===== src/rtl/if_pc_stage.sv =====
// Fetch-side next-PC selection and IF/ID pipeline register.
// Redirects (jr > branch > jump) squash the wrong-path word and bump a saturating counter.
module if_pc_stage #(
  parameter logic [31:0] RESET_PC = 32'h0000_0000,
  parameter int unsigned CNT_W    = 16
) (
  input  logic             clk,
  input  logic             rst,
  input  logic             stall,
  input  logic             c_jump,
  input  logic [15:0]      br_imm,
  input  logic             jump,
  input  logic [25:0]      jump_idx,
  input  logic             jr,
  input  logic [31:0]      jr_addr,
  input  logic [31:0]      imem_rdata,
  output logic [31:0]      pc_out,
  output logic [31:0]      ifid_instr,
  output logic [31:0]      ifid_pc4,
  output logic             ifid_valid,
  output logic [CNT_W-1:0] redirect_cnt
);

  logic [31:0]      pc_q, pc_d;
  logic [31:0]      instr_q, instr_d;
  logic [31:0]      pc4_q, pc4_d;
  logic             valid_q, valid_d;
  logic [CNT_W-1:0] cnt_q, cnt_d;

  logic [31:0] seq_pc;
  logic [31:0] br_tgt;
  logic [31:0] j_tgt;
  logic [31:0] redirect_tgt;
  logic        req;

  assign seq_pc = pc_q + 32'd4;
  assign br_tgt = pc4_q + {{14{br_imm[15]}}, br_imm, 2'b00};
  assign j_tgt  = {pc4_q[31:28], jump_idx, 2'b00};

  // A bubble in IF/ID carries no decoded control flow, so it cannot redirect.
  assign req = valid_q & (jr | c_jump | jump);

  always_comb begin
    redirect_tgt = j_tgt;
    if (jr) begin
      redirect_tgt = jr_addr;
    end else if (c_jump) begin
      redirect_tgt = br_tgt;
    end
  end

  always_comb begin
    pc_d    = pc_q;
    instr_d = instr_q;
    pc4_d   = pc4_q;
    valid_d = valid_q;
    cnt_d   = cnt_q;
    if (!stall) begin
      if (req) begin
        pc_d    = redirect_tgt;
        instr_d = 32'd0;
        valid_d = 1'b0;
        if (cnt_q != {CNT_W{1'b1}}) begin
          cnt_d = cnt_q + 1'b1;
        end
      end else begin
        pc_d    = seq_pc;
        instr_d = imem_rdata;
        pc4_d   = seq_pc;
        valid_d = 1'b1;
      end
    end
  end

  always_ff @(posedge clk) begin
    if (rst) begin
      pc_q    <= RESET_PC;
      instr_q <= 32'd0;
      pc4_q   <= 32'd0;
      valid_q <= 1'b0;
      cnt_q   <= '0;
    end else begin
      pc_q    <= pc_d;
      instr_q <= instr_d;
      pc4_q   <= pc4_d;
      valid_q <= valid_d;
      cnt_q   <= cnt_d;
    end
  end

  assign pc_out       = pc_q;
  assign ifid_instr   = instr_q;
  assign ifid_pc4     = pc4_q;
  assign ifid_valid   = valid_q;
  assign redirect_cnt = cnt_q;

endmodule


===== config.mk =====
export PLATFORM = sky130hd
export DESIGN_NAME = if_pc_stage
export DESIGN_NICKNAME = d
export VERILOG_FILES = /design/src/rtl/if_pc_stage.sv
export SDC_FILE = /design/constraint.sdc
export NUM_CORES = 1
export LEC_CHECK = 0
export CAP_MARGIN = 20
export CORE_ASPECT_RATIO = 0.8
export CORE_MARGIN = 2
export CORE_UTILIZATION = 45
export DETAILED_ROUTE_END_ITERATION = 8
export GPL_ROUTABILITY_DRIVEN = 0
export PLACE_DENSITY = 0.78
export SETUP_SLACK_MARGIN = 0.05
export SYNTH_ARGS = -nofsm -noshare
export SYNTH_HDL_FRONTEND = slang
export SYNTH_SLANG_ARGS = --single-unit

===== constraint.sdc =====
create_clock -name clk -period 3.4 [get_ports clk]
set_input_delay 0.34 -clock clk [delete_from_list [all_inputs] [get_ports clk]]
set_output_delay 0.34 -clock clk [all_outputs]
set_load 0.005 [all_outputs]

==> run_1/logic_types.png <==
Scale bar: 50 um.
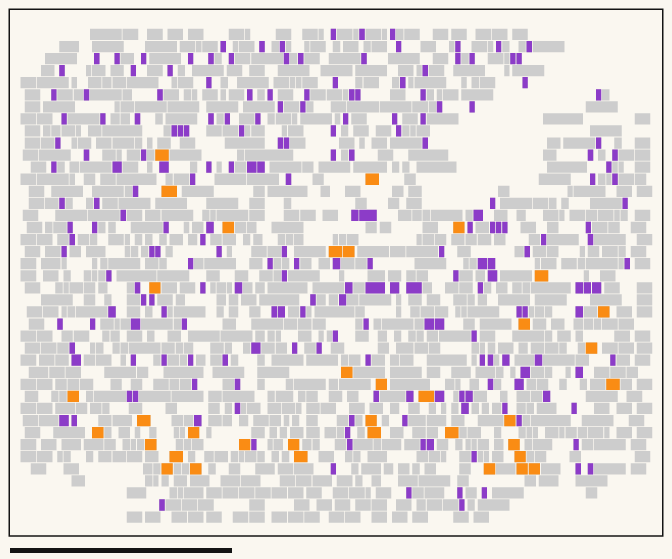
legend:
  nor cells:
    colour: purple
    cells: 210
    where: all over the die
  non-inverting ao/oa cells:
    colour: orange
    cells: 36

==> run_1/cell_density.png <==
15 x 12 tiles, from dark blue (low) to red (high), 0 to 100% covered.
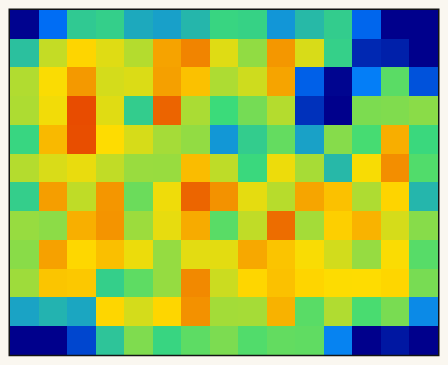
fullest tile: 91%
mean over tiles: 58%
nearly empty tiles: 5.6%

==> run_1/wires.png <==
Scale bar: 50 um.
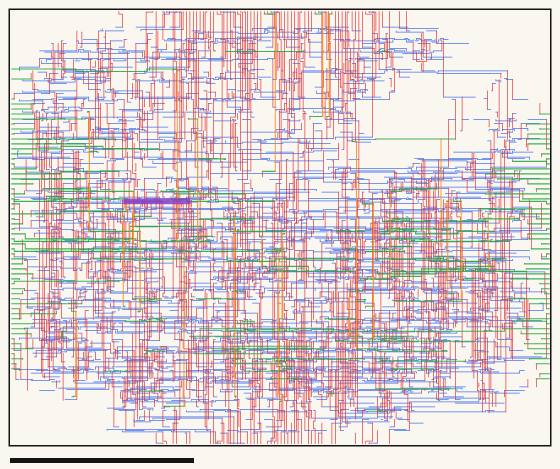
legend:
  metal 5:
    colour: purple
    wire_length: 16.6 um
  metal 4:
    colour: orange
    wire_length: 692 um
  metal 1:
    colour: blue
    wire_length: 11000 um
  metal 2:
    colour: red
    wire_length: 11000 um
  metal 3:
    colour: green
    wire_length: 2170 um

==> run_1/congestion.png <==
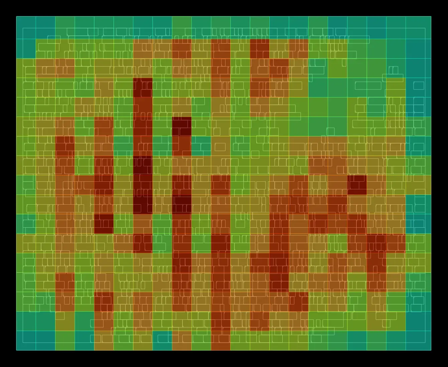
post-layout util: 65.33%
most used routing layer: met2
gr usage total: 28.01%
WL/cell: 17.52 um

==> impl_metrics.ini, run 1 <==
; generated from flow reports
[floorplan]
die_w_um = 147.0
num_rows = 41
die_area_um2 = 17400
core-area_um2 = 15900

[final_layout]
comb_share_pct = 45.92
layout.nonclk_buf_share_pct = 23.75
drive_above_1_share_pct = 6.977
nNonClkInverters = 9
fin_cells = 1419
layout.cell_area.non_filler_um2 = 10390
ff_count = 113
buffers_excl_clock = 256
fillCellCount = 1381
clock_buffers = 18
nets = 1335
multi_input_comb_cells = 794

[logic_synthesis]
most_common_cell = nor2_1
common_cells = 169 x nor2_1, 113 x dfxtp_1, 103 x a21oi_1
top_area_cell = dfxtp_1
ys_sh_xor_pct = 7.853
simple_gate_share_pct = 24.26
synth.lib_cells_used.distinct = 69
synth_nets = 1137
ys_ff = 113
ys_sh_mux_pct = 2.210
top_cell_area_share_pct = 30.73
netlist_area_um2 = 7361
yosys_cells = 993
async_reset_ff_share_pct = 0
synthCells = 993
syn_area_per_cell_um2 = 7.413
ys_seq_share_pct = 30.73
yosys_most_used_dff = dfxtp_1

[placed_design]
place_inst = 1387
detailedPlace.worstSlack_ps = -37.57
port_buffers = 224
dpl-instance-area_um2 = 9803

[cts]
clk_latency_ps = 430
tritoncts = yes
htreeDepth = 4
cts-root-buf = clkbuf_16
cts_sinks = 113

[timing]
holdWs_ps = 271.5
fmax_mhz = 326.2
relSlewSlack_pct = 52.15
fin_setup_tns_ps = 0
setup_ws_ps = 334.7
clock_skew_ps = 7.201
final-hold-violation-count = 0
fin_crit_sh_pct = 90.16
worst_pin_slew_ps = 712.2
period_minus_slack_ps = 3065
slew_violations = 0

[critical_path]
crit_buf_inv = 1
worst_ep_required_time_ps = 3740
critPathTopFamily = AND-OR/OR-AND gates
critPathArrivalTime_ps = 3400
path_max_fanout = 3
critPathLaunchType = flop
end_kind = flop

[global_route]
grt_pass1_vias = 7501

[run_status]
status = finished clean

[routing]
wl_um = 24860
num_vias = 8047

[power_and_ir_drop]
p_per_area_nw_per_um2 = 411.2
ir_drop_mv = 0.3622
power.total_mw = 4.272

[job]
maxCapViolCount = 0
run 1: worst paths after layout:
path | cells past startpoint | slack, ps | to | startpoint
hold / removal | 2 | 270 | ifid_pc4[0]$_SDFFE_PP0P_ | rst
setup / recovery | 12 | 330 | pc_out[30]$_SDFFE_PP0N_ | ifid_pc4[2]$_SDFFE_PP0P_
setup reg to reg | 12 | 330 | pc_out[30]$_SDFFE_PP0N_ | ifid_pc4[2]$_SDFFE_PP0P_
hold reg to reg | 2 | 480 | ifid_pc4[0]$_SDFFE_PP0P_ | pc_out[0]$_SDFFE_PP0P_
run 1: cells in the final DEF, fill, tap and decap left out, types with 3 or more instances in the layout:
cell / count
a211o_1: 4
a211oi_1: 42
a21o_1: 18
a21oi_1: 103
a22oi_1: 4
a311oi_1: 3
a31oi_1: 12
a41oi_1: 3
and2_1: 6
and3_1: 9
and4_1: 6
buf_4: 34
clkbuf_16: 17
clkdlybuf4s50_1: 220
clkinv_4: 6
dfxtp_1: 113
ha_1: 31
inv_1: 9
inv_6: 6
mux2i_1: 14
nand2_1: 99
nand2b_1: 5
nand3_1: 23
nand4_1: 19
nand4b_1: 3
nor2_1: 168
nor2b_1: 11
nor3_1: 22
nor4_1: 6
o211ai_1: 4
o21a_1: 6
o21ai_0: 45
o21bai_1: 6
o22ai_1: 10
o31ai_1: 3
or4_1: 3
xnor2_1: 33
xor2_1: 33
run 1: report_power, final:
group / total [mW] / leakage, nW / internal, mW / switching [mW]
Combinational: 1.02 / 2.81 / 0.510 / 0.510
Sequential: 1.49 / 0.924 / 1.40 / 0.0890
Clock: 1.77 / 0.289 / 1.05 / 0.717
run 1: per-layer routing:
metal / global-route usage, % / wire, um
met1: 36.74 / 10960
met2: 44.45 / 11030
met3: 7.568 / 2166
met4: 9.796 / 691
met5: 0 / 16
==> run 2, diff against run 1 <==
CORE_UTILIZATION = 44   (was 45)
PLACE_DENSITY = 0.77   (was 0.78)
==> run_2/logic_types.png <==
Scale bar: 50 um.
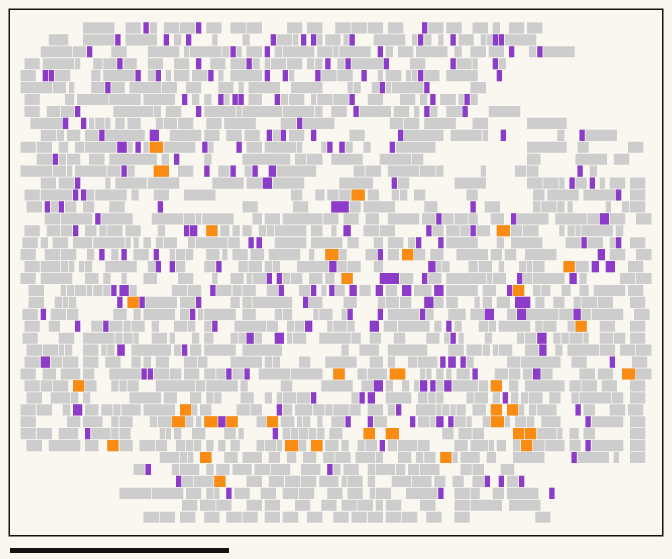
legend:
  non-inverting ao/oa cells:
    colour: orange
    cells: 36
  nor cells:
    colour: purple
    cells: 210
    where: all over the die

==> impl_metrics.ini, run 2 <==
; generated from flow reports
[run_status]
status = finished clean

[timing]
period_minus_slack_ps = 3082
worst_pin_slew_ps = 819.9
relSlewSlack_pct = 45.34
fin_setup_tns_ps = 0
setup_ws_ps = 318.0
fmax_mhz = 324.5
fin_crit_sh_pct = 90.65
clock_skew_ps = 8.603
final-hold-violation-count = 0
slew_violations = 0

[final_layout]
layout.cell_area.non_filler_um2 = 10410
final_util_pct = 63.27
fin_cells = 1424
lay_top_count = clkdlybuf4s50_1
drive_above_1_share_pct = 6.977
areaGrowthSynthToFinish_pct = 41.39
nets = 1335

[cts]
cts-root-buf = clkbuf_16
tritoncts = yes
clk_latency_ps = 420
htreeDepth = 4
cts_sinks = 113

[power_and_ir_drop]
p_switching_mw = 1.329
seqPwrFrac_pct = 34.3
p_comb_share_pct = 23.6
ir_drop_mv = 0.3589
power_frac_clock_pct = 42.1
p_int_mw = 3.006
p_per_area_nw_per_um2 = 416.6
swShare_pct = 30.66

[critical_path]
cp.depth = 13
end_kind = flop
critPathLaunchType = input pin
worst_ep_required_time_ps = 3670
path_max_fanout = 5
crit_buf_inv = 2
critPathArrivalTime_ps = 3350

[floorplan]
die_area_um2 = 17790
num_rows = 42
die_w_um = 148.6
core-area_um2 = 16450

[routing]
met1_length_um = 10790
highest_layer = met5
wl_met2_um = 11270
post_drt_wl_per_cell_um = 17.78
met3_length_um = 2378
num_vias = 8096
wl_um = 25320

[min_path]
holdCritPathClass = in2reg
whs_path_depth = 3

[global_route]
grtUsageMet2_pct = 44.07
grt_use_met1_pct = 36.62
grt_util_met3_pct = 8.061
gr-max-usage-layer = met2
grt_pass1_vias = 7675

[logic_synthesis]
simple_gate_share_pct = 24.26
top_cell_area_share_pct = 30.73
yosys_cells = 993
netlist_area_um2 = 7361
synthCells = 993
async_reset_ff_share_pct = 0
ys_ff = 113
common_cells = 169 x nor2_1, 113 x dfxtp_1, 103 x a21oi_1
top_area_cell = dfxtp_1
most_common_cell = nor2_1
syn_area_per_cell_um2 = 7.413
ys_sh_xor_pct = 7.853
ys_seq_share_pct = 30.73
synth_nets = 1137
yosys_most_used_dff = dfxtp_1

[job]
maxCapViolCount = 0

[placed_design]
port_buffers = 224
place_inst = 1392
detailedPlace.worstSlack_ps = 18.51
run 2: cell families (layout without fill, tap and decap cells):
kind of cell             after synthesis  in the layout
AND-OR/OR-AND                        287            287
XOR/XNOR                              66             66
adder cells (fa/ha/maj)               32             32
buffers and inverters                 86            297
flip-flops                           113            113
multiplexers                          16             16
AND/OR/NAND/NOR                      393            393
run 2: tightest hold or removal path, stage by stage:
cell and delay [ps]:
buf_4 230, a21oi_1 170, nor2_1 40
run 2: path summary, 6_finish.rpt:
| check | slack [ps] | to | from |
|---|---|---|---|
| max | 320 | pc_out[26]$_SDFFE_PP0N_ | br_imm[0] |
| min | 420 | pc_out[3]$_SDFFE_PP0N_ | stall |
| max reg2reg | 330 | pc_out[26]$_SDFFE_PP0N_ | ifid_pc4[2]$_SDFFE_PP0P_ |
| min reg2reg | 480 | ifid_pc4[0]$_SDFFE_PP0P_ | pc_out[0]$_SDFFE_PP0P_ |
run 2: layout make-up:
type	count	area [um2]
Tap cell	220	275.3
Inverter	9	33.78
Fill cell	1446	6041
Clock buffer	17	425.4
Sequential cell	113	2262
Clock inverter	15	172.7
Multi-Input combinational cell	794	4771
Timing Repair Buffer	256	2467
run 2: stage by stage:
step | power, mW | hold slack, ps
after floorplan | 2.051 | 445.6
after global placement | 2.500 | 464.7
after detailed placement | 2.519 | 473.7
after CTS | 4.341 | 395.3
after global routing | 4.516 | 440.3
final | 4.335 | 415.7
run 2: power by group through the flow:
stage               registers (mW)  clock network, mW  logic [mW]
finish                        1.49               1.83        1.02
floorplan                     1.49                  0       0.563
global route                  1.49               1.90        1.12
CTS                           1.48               1.84        1.01
global placement              1.51                  0       0.991
detailed placement            1.51                  0        1.01
Power is estimated from default activity; no workload was simulated.
